Figure 1. M1 wires (run 1).
Supply wires on this layer in grey.
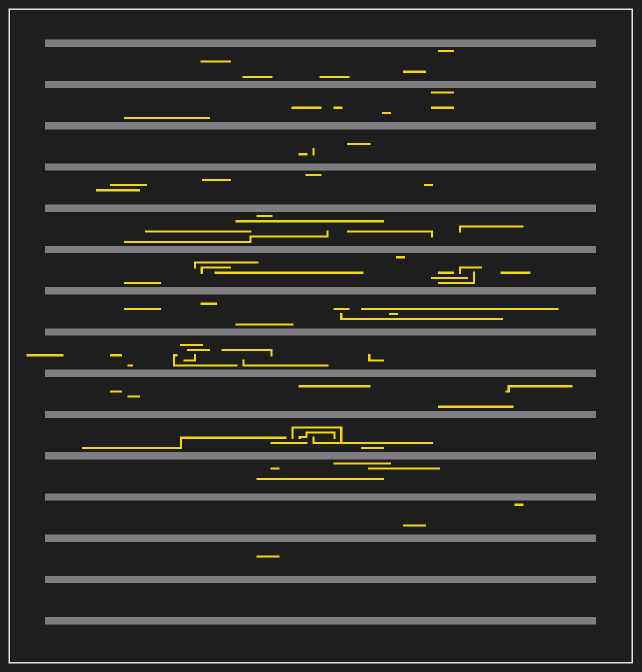
Figure 2. Port wiring (run 1).
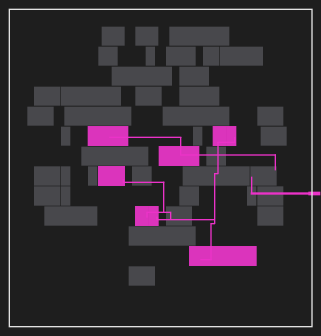
Figure 3. Track usage over the die (run 1).
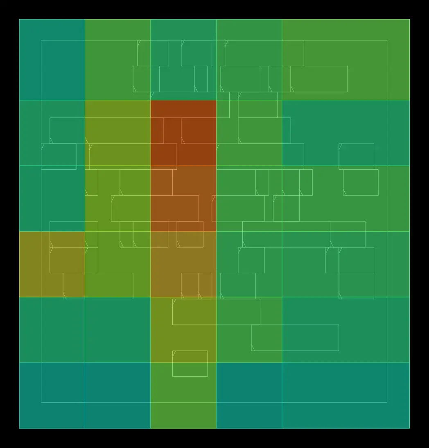
$ cat config.mk
export PLATFORM = sky130hd
export DESIGN_NAME = full_adder_nbit
export DESIGN_NICKNAME = d
export VERILOG_FILES = /design/src/rtl/full_adder_nbit_pkg.sv /design/src/rtl/full_adder_nbit_full_adder.sv /design/src/rtl/full_adder_nbit.sv
export SDC_FILE = /design/constraint.sdc
export NUM_CORES = 1
export LEC_CHECK = 0
export CAP_MARGIN = 15
export CORE_AREA = 2 2 39 41
export DETAILED_ROUTE_END_ITERATION = 10
export DIE_AREA = 0 0 41 43
export SLEW_MARGIN = 0
export SYNTH_ARGS = -nofsm -noshare
export SYNTH_HDL_FRONTEND = slang
export SYNTH_SLANG_ARGS = --single-unit
$ cat constraint.sdc
create_clock -name clk -period 1.7 [get_ports clk]
set_clock_uncertainty 0.2 [all_clocks]
set_input_delay 0.255 -clock clk [delete_from_list [all_inputs] [get_ports clk]]
set_output_delay 0.255 -clock clk [all_outputs]
set_load 0.005 [all_outputs]
$ cat src/rtl/full_adder_nbit_pkg.sv
// -----------------------------------------------------------------------------
// full_adder_nbit_pkg
//   Shared constants for the N-bit ripple-carry adder.
//   FA_DEFAULT_WIDTH : default operand/sum width.
//   FA_MAX_WIDTH     : widest supported operand/sum width.
// -----------------------------------------------------------------------------
package full_adder_nbit_pkg;

  localparam int FA_DEFAULT_WIDTH = 4;
  localparam int FA_MAX_WIDTH     = 64;

endpackage : full_adder_nbit_pkg

$ cat src/rtl/full_adder_nbit_full_adder.sv
// -----------------------------------------------------------------------------
// full_adder
//   Single-bit combinational full-adder cell; the leaf of the ripple chain.
//   Ports:
//     a, b  : input  addend bits
//     cin   : input  carry in
//     s     : output sum bit
//     cout  : output carry out (majority of a, b, cin)
// -----------------------------------------------------------------------------
module full_adder
  import full_adder_nbit_pkg::*;
(
  input  logic a,
  input  logic b,
  input  logic cin,
  output logic s,
  output logic cout
);

  assign s    = a ^ b ^ cin;
  assign cout = (a & b) | (a & cin) | (b & cin);

endmodule : full_adder

$ cat src/rtl/full_adder_nbit.sv
// -----------------------------------------------------------------------------
// full_adder_nbit
//   Parameterised WIDTH-bit ripple-carry adder (a + b + cin) built from
//   full_adder cells, with a one-cycle registered result stage.
//
//   Parameter:
//     WIDTH   : operand and sum width, 1..FA_MAX_WIDTH (default 4)
//   Ports:
//     clk     : rising-edge clock
//     rst     : asynchronous active-high reset
//     in_vld  : operands valid this cycle
//     a, b    : addends (WIDTH bits)
//     cin     : carry in
//     out_vld : s/cout (and ovf) hold a result captured on the last edge
//     s       : registered sum
//     cout    : registered carry-out of the MSB
//     ovf     : registered two's-complement overflow
//               (only when FULL_ADDER_NBIT_OVF_EN is defined)
//
//   Optional feature macro: FULL_ADDER_NBIT_OVF_EN
//
//   Handshake: in_vld is a pure valid with no ready; every cycle with
//   in_vld = 1 is accepted and produces out_vld = 1 on the following cycle.
//   With in_vld = 0 the result registers hold and out_vld drops to 0.
// -----------------------------------------------------------------------------
module full_adder_nbit
  import full_adder_nbit_pkg::*;
#(
  parameter int WIDTH = FA_DEFAULT_WIDTH
) (
  input  logic             clk,
  input  logic             rst,
  input  logic             in_vld,
  input  logic [WIDTH-1:0] a,
  input  logic [WIDTH-1:0] b,
  input  logic             cin,
  output logic             out_vld,
  output logic [WIDTH-1:0] s,
  output logic             cout
`ifdef FULL_ADDER_NBIT_OVF_EN
  ,
  output logic             ovf
`endif
);

  // Carry vector: c[0] is the carry-in, c[WIDTH] the carry-out of the MSB.
  logic [WIDTH:0]   c;
  logic [WIDTH-1:0] sum_w;

  assign c[0] = cin;

  for (genvar i = 0; i < WIDTH; i++) begin : g_cell
    full_adder u_fa (
      .a    (a[i]),
      .b    (b[i]),
      .cin  (c[i]),
      .s    (sum_w[i]),
      .cout (c[i+1])
    );
  end

  // Result registers
  logic [WIDTH-1:0] s_q,    s_d;
  logic             cout_q, cout_d;
  logic             vld_q,  vld_d;

  always_comb begin
    s_d    = s_q;
    cout_d = cout_q;
    vld_d  = in_vld;
    if (in_vld) begin
      s_d    = sum_w;
      cout_d = c[WIDTH];
    end
  end

  always_ff @(posedge clk or posedge rst) begin
    if (rst) begin
      s_q    <= '0;
      cout_q <= 1'b0;
      vld_q  <= 1'b0;
    end else begin
      s_q    <= s_d;
      cout_q <= cout_d;
      vld_q  <= vld_d;
    end
  end

  assign s       = s_q;
  assign cout    = cout_q;
  assign out_vld = vld_q;

`ifdef FULL_ADDER_NBIT_OVF_EN
  // Signed overflow: carry into the sign bit differs from carry out of it.
  // For WIDTH = 1 the carry into the sign bit is cin itself.
  logic ovf_q, ovf_d;

  always_comb begin
    ovf_d = ovf_q;
    if (in_vld) begin
      ovf_d = c[WIDTH] ^ c[WIDTH-1];
    end
  end

  always_ff @(posedge clk or posedge rst) begin
    if (rst) begin
      ovf_q <= 1'b0;
    end else begin
      ovf_q <= ovf_d;
    end
  end

  assign ovf = ovf_q;
`endif

endmodule : full_adder_nbit

==> qor.txt, run 1 <==
status - complete, but fails checks
violated checks - setup timing
CP max FO - 1
Clock Sinks - 6
fin. max-slew vios - 0
Critical Path RT - 1.67 ns
CORE AREA - 1384 um^2
Hold-fix buffers, CTS - 0
crit path time final - 1.895 ns
DR vias/cell - 3.921
Overflow after GRT - 0
Max Clock Freq - 0.5277 GHz
first drt pass iteration count - 2
worst-case vdd ir drop - 0.0003237 V
proportion of layout cells with a drive suffix above 1 - 36.17%
largest net degree at the start of global routing - 7
Post-synth seq share - 45.11%
HP Class - in2async
Top cell area share - 45.11%
Setup CP Type - in2reg
r2r setup slk - 0.75 ns
Clock Path Buffers - 2
worst slack, placed - -0.9095 ns
post-synth net total - 43
yosys warning tally - 0
Final WS setup - -0.1952 ns
synthesized instance count - 27
Tool Warnings - 29
routability congestion estimate - 0.6557
layout overhead on the synthesized area - 71.05%
biggest area cells - dfrtp_1 45%, fa_1 24%, inv_1 10%, mux2_4 9.0%, buf_6 3.4%
final wirelength - 611 um
yosys synthesis chip area - 332.8 um^2
Total GRT Usage - 10.15%
actual slew at the worst max-slew pin - 0.2327 ns
DR WL/cell - 9.698 um
clock transition at the registers of the reported paths - 0.05 ns
fin crit share - 111.5%
Final Hold Vio Count - 0
IO buf count - 17
Post-Place Cells - 60
nets - 65
Synthesized registers - 6
Setup violations, final - 3
io pins - 18
synth unique cells - 8
vias in the first global route - 276
H-tree levels - 1
total CTS buffers - 3
final cell count without fillers - 63
Post-route DRC - 0
synthesized area - 332.8 um^2
worst flop-to-flop path endpoint - s[1]$_DFFE_PP0P_
chip area - 1763 um^2
root buf cell - clkbuf_4
Rel. slew slack - 84.47%
Syn Area/Cell - 12.33 um^2
FP Core Util - 24.05%
-- Figure 1 (at the start) --
The layer carries 224 um of wire. The longest straight run is 12.9 um. The layer holds 37% of the routed length. 49 nets have wire on it.

-- Figure 2 (at the start) --
Key: `in_vld` = magenta [bits 1, direction input, end cells 8, buffers 2, wire 81.2 um]

-- Figure 3 (at the start) --
grt met1 use: 10.33%
Final Core Density: 41.14%

[run 1: registers in the layout, indices dropped and copies added (netlist names)]
register and flops:
s 4, cout 1, out_vld 1
[run 1: worst max-delay path: stages]
cell	delay, ns
buf_8	0.10
clkinv_8	0.03
fa_2	0.19
inv_2	0.04
fa_2	0.33
fa_2	0.34
inv_2	0.06
fa_1	0.40
mux2i_1	0.13
[run 1: repair_timing]
action | in CTS | in global routing
setup endpoints to repair | 4 | 3
pin swaps | 4 | 4
gates resized | 17 | 3
[run 1: area by class of cell]
| type | instances | area [um^2] |
|---|---|---|
| Clock buffer | 3 | 22.52 |
| Fill cell | 149 | 814.5 |
| Inverter | 9 | 48.80 |
| Multi-Input combinational cell | 11 | 145.1 |
| Sequential cell | 6 | 150.1 |
| Tap cell | 16 | 20.02 |
| Timing Repair Buffer | 18 | 182.7 |
[run 1: cells in the final DEF, fill, tap and decap left out]
cell,n
mux2i_1,1
clkdlybuf4s50_1,12
clkinv_8,1
inv_4,1
inv_2,3
mux2_4,2
nor2_1,2
clkbuf_4,3
inv_1,4
dlygate4sd2_1,2
buf_8,1
fa_1,1
a21oi_1,2
buf_6,2
fa_2,3
dfrtp_1,6
buf_4,1
[run 1: cells by family after synthesis]
kind of cell	count (synthesis)	synth area share, %
multiplexers	3	12.03
flip-flops	6	45.11
adder cells (fa/ha/maj)	4	24.06
AND-OR/OR-AND	2	3.008
buffers and inverters	10	13.53
AND/OR/NAND/NOR	2	2.256
[run 1: power by group]
group,leakage [nW],total (mW),internal (mW),switching [mW]
logic,0.183,0.145,0.0987,0.0465
registers,0.0689,0.181,0.168,0.0128
clock network,0.0138,0.132,0.0799,0.0523
total,0.266,0.458,0.347,0.112
[run 1: cell usage after synthesis]
master / number
dfrtp_1: 6
nor2_1: 2
inv_1: 9
a21oi_1: 2
fa_1: 4
mux2_4: 2
mux2i_1: 1
buf_6: 1
[run 1: per-stage QoR]
step	TNS, ns	utilization (%)
3_3_place_gp	-3.102	38.61
2_1_floorplan	-0.5948	-
5_1_grt	-0.4542	41.14
3_5_place_dp	-3.175	38.61
4_1_cts	-0.4196	40.14
6_report	-0.2707	41.14
[run 1: how the worst min path moves through the flow]
stage / start / to
after detailed placement: rst / s[1]$_DFFE_PP0P_
after CTS: rst / s[0]$_DFFE_PP0P_
after global routing: rst / s[0]$_DFFE_PP0P_
after global placement: rst / out_vld$_DFF_PP0_
final: rst / s[0]$_DFFE_PP0P_
after floorplan: rst / cout$_DFFE_PP0P_
[run 1: per-layer routing]
layer / global-route usage [%] / wire [um] / up-vias / part of all wire [%]
met3: 6.283 / 53 / 4 / 8.7
met2: 14.06 / 311 / 12 / 51
met1: 10.33 / 224 / 114 / 37
met5: 0 / 0 / - / 0
met4: 8.000 / 23 / 0 / 3.8
li1: - / - / 117 / -
==> run 2, diff against run 1 <==
--- a/config.mk
+++ b/config.mk
@@ -9,6 +9,7 @@
 export CORE_AREA = 2 2 39 41
 export DETAILED_ROUTE_END_ITERATION = 10
 export DIE_AREA = 0 0 41 43
+export HOLD_SLACK_MARGIN = 0.05
 export SLEW_MARGIN = 0
 export SYNTH_ARGS = -nofsm -noshare
 export SYNTH_HDL_FRONTEND = slang
==> run 2 against run 1 <==
- the flow still finishes with violations (setup timing)
- final area grew 1.8%
- sequential power is essentially flat
- first-iteration DRC count is the same
- register-to-register slack is essentially flat
- critical endpoint unchanged
- highest routed layer unchanged
==> qor.txt, run 2 <==
status - complete, but fails checks (unchanged)
violated checks - setup timing (unchanged)
Overflow after GRT - 0 (unchanged)
FILL cells - 151 (was 149)
Critical Path RT - 1.67 ns (about the same)
H-tree levels - 1 (unchanged)
Top cell area share - 45.11% (unchanged)
Final Hold Vio Count - 0 (unchanged)
crit path time final - 1.895 ns (about the same)
clock transition at the registers of the reported paths - 0.05 ns (about the same)
io pins - 18 (unchanged)
largest net degree at the start of global routing - 7 (unchanged)
Setup violations, final - 3 (unchanged)
IO buf count - 17 (unchanged)
vias in the first global route - 288 (was 276)
fin crit share - 111.5% (about the same)
final wirelength - 623 um (was 611 um)
CORE AREA - 1384 um^2 (unchanged)
max reg flops - 4 (unchanged)
Post-synth seq share - 45.11% (unchanged)
Syn Area/Cell - 12.33 um^2 (unchanged)
first drt pass iteration count - 2 (unchanged)
CP max FO - 1 (unchanged)
TNS Setup - -0.2707 ns (about the same)
Commonest flop - dfrtp_1 (unchanged)
Tool Warnings - 29 (unchanged)
Clock Path Buffers - 2 (unchanged)
layout overhead on the synthesized area - 74.06% (was 71.05%)
Final WS setup - -0.1952 ns (about the same)
Max Clock Freq - 0.5277 GHz (unchanged)
Clock Sinks - 6 (unchanged)
Setup CP Type - in2reg (unchanged)
biggest area cells - dfrtp_1 45%, fa_1 24%, inv_1 10%, mux2_4 9.0%, buf_6 3.4% (unchanged)
post-synth net total - 43 (unchanged)
total CTS buffers - 3 (unchanged)
most frequent cells in the layout - 12 x clkdlybuf4s50_1, 6 x dfrtp_1, 4 x inv_1 (unchanged)
==> run 2: netlist changes by cell type in the layout (fill, tap and decap cells not counted) <==
cell           delta
dlygate4sd3_1     +1
==> run 2: cell type report <==
cell class	count	area share, %
flip-flops and latches	6	25.92
well taps	16	3.456
multi-input cells	11	25.05
inverters	9	8.423
repair buffers	19	33.26
clock buffers	3	3.888
==> run 2: cell families after synthesis <==
group / share of synthesized area, %
and+or+nand+nor: 2.256
adders and majority gates: 24.06
buffers and inverters: 13.53
muxes: 12.03
DFF: 45.11
AOI/OAI and AO/OA: 3.008
==> run 2: power by group <==
group / leakage, nW / total (mW) / switching [mW] / internal [mW]
Combinational: 0.187 / 0.147 / 0.0469 / 0.100
Sequential: 0.0689 / 0.181 / 0.0128 / 0.168
Clock: 0.0138 / 0.132 / 0.0523 / 0.0799
Total: 0.270 / 0.460 / 0.112 / 0.348
==> run 2: worst paths after layout <==
kind	from	to	slack, ns	cells after the start
min in group asynchronous	rst	s[0]$_DFFE_PP0P_	0.59	3
max in group asynchronous	rst	s[1]$_DFFE_PP0P_	0.51	3
worst max register to register	s[1]$_DFFE_PP0P_	s[1]$_DFFE_PP0P_	0.75	1
worst max-delay path	a[0]	s[3]$_DFFE_PP0P_	-0.20	9
worst min-delay path	b[0]	s[0]$_DFFE_PP0P_	0.23	4
worst min register to register	s[2]$_DFFE_PP0P_	s[2]$_DFFE_PP0P_	0.31	1
==> run 2: layer usage <==
layer / vias up / global-route usage (%) / share of wire (%)
met3: 4 / 6.283 / 8.2
met5: - / 0 / 0
met4: 0 / 8.000 / 3.7
li1: 119 / - / -
met2: 12 / 14.69 / 51
met1: 119 / 10.33 / 37
==> run 2: per-stage QoR <==
step / setup slack (ns) / util [%]
final: -0.1952 / 41.86
after global routing: -0.2625 / 41.86
after CTS: -0.2795 / 40.87
after detailed placement: -0.9095 / 38.61
after global placement: -0.8867 / 38.61
after floorplan: -0.3188 / -
==> run 2: worst max-delay path: stages <==
cell and delay [ns]:
buf_8 0.10, clkinv_8 0.03, fa_2 0.19, inv_2 0.04
fa_2 0.33, fa_2 0.34, inv_2 0.06, fa_1 0.40
mux2i_1 0.13
==> run 2: what timing repair did <==
action	4_1_cts	5_1_grt
gates resized	17	3
setup endpoints to repair	4	3
pin swaps	4	4
hold buffers	1	0
endpoints found under the hold margin	6	0
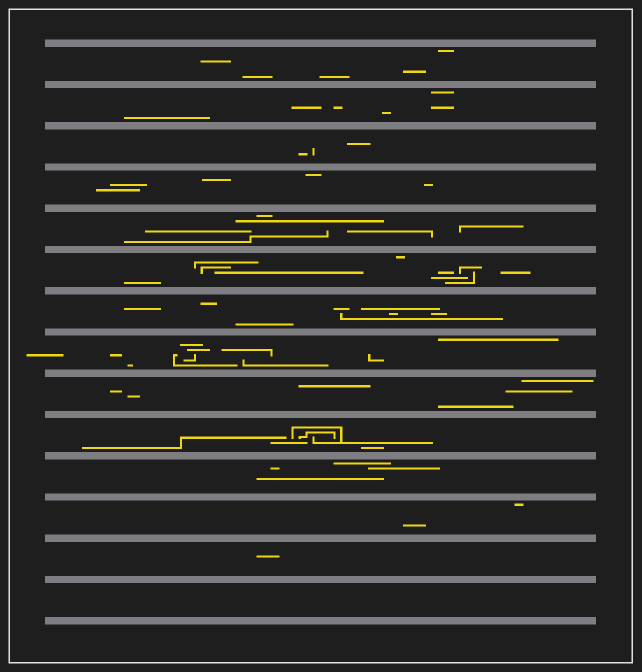
Figure 4: run 2, M1 wires.
Supply wires on this layer in grey.
The layer carries 229 um of wire. The longest straight run is 10.6 um. The layer holds 37% of the routed length. The wires run mostly horizontal. 50 nets have wire on it.

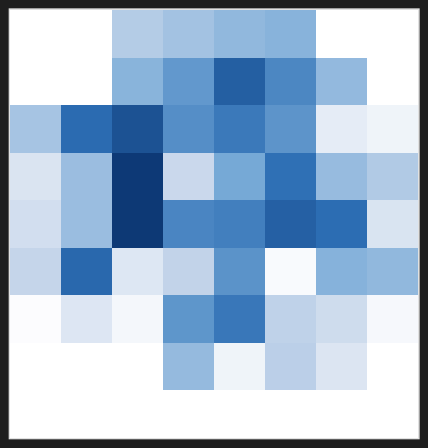
Figure 5: run 2, local utilization.
The die is cut into 8 by 9 equal tiles; white is low, dark blue is high, 0 to 100% covered.
The densest ninth of the die: top middle. The fullest tile reaches 96%. The mean over all tiles is 32%. The emptiest ninth of the die: bottom left. 11% of the tiles are over 75% full.

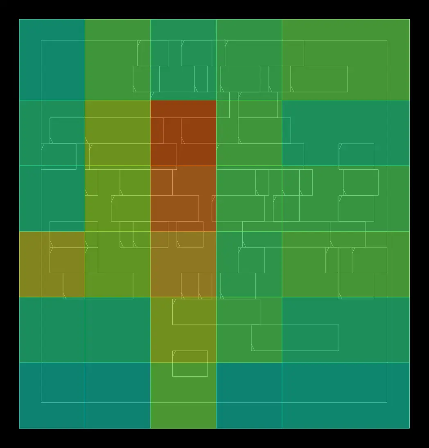
Figure 6: run 2, track usage over the die.
grt peak-use layer: met2
DR WL/cell: 9.734 um
met3 Resource Use GR: 6.283%
Total GRT Usage: 10.36%
Final Core Density: 41.86%

Power and IR drop assume default switching activity.
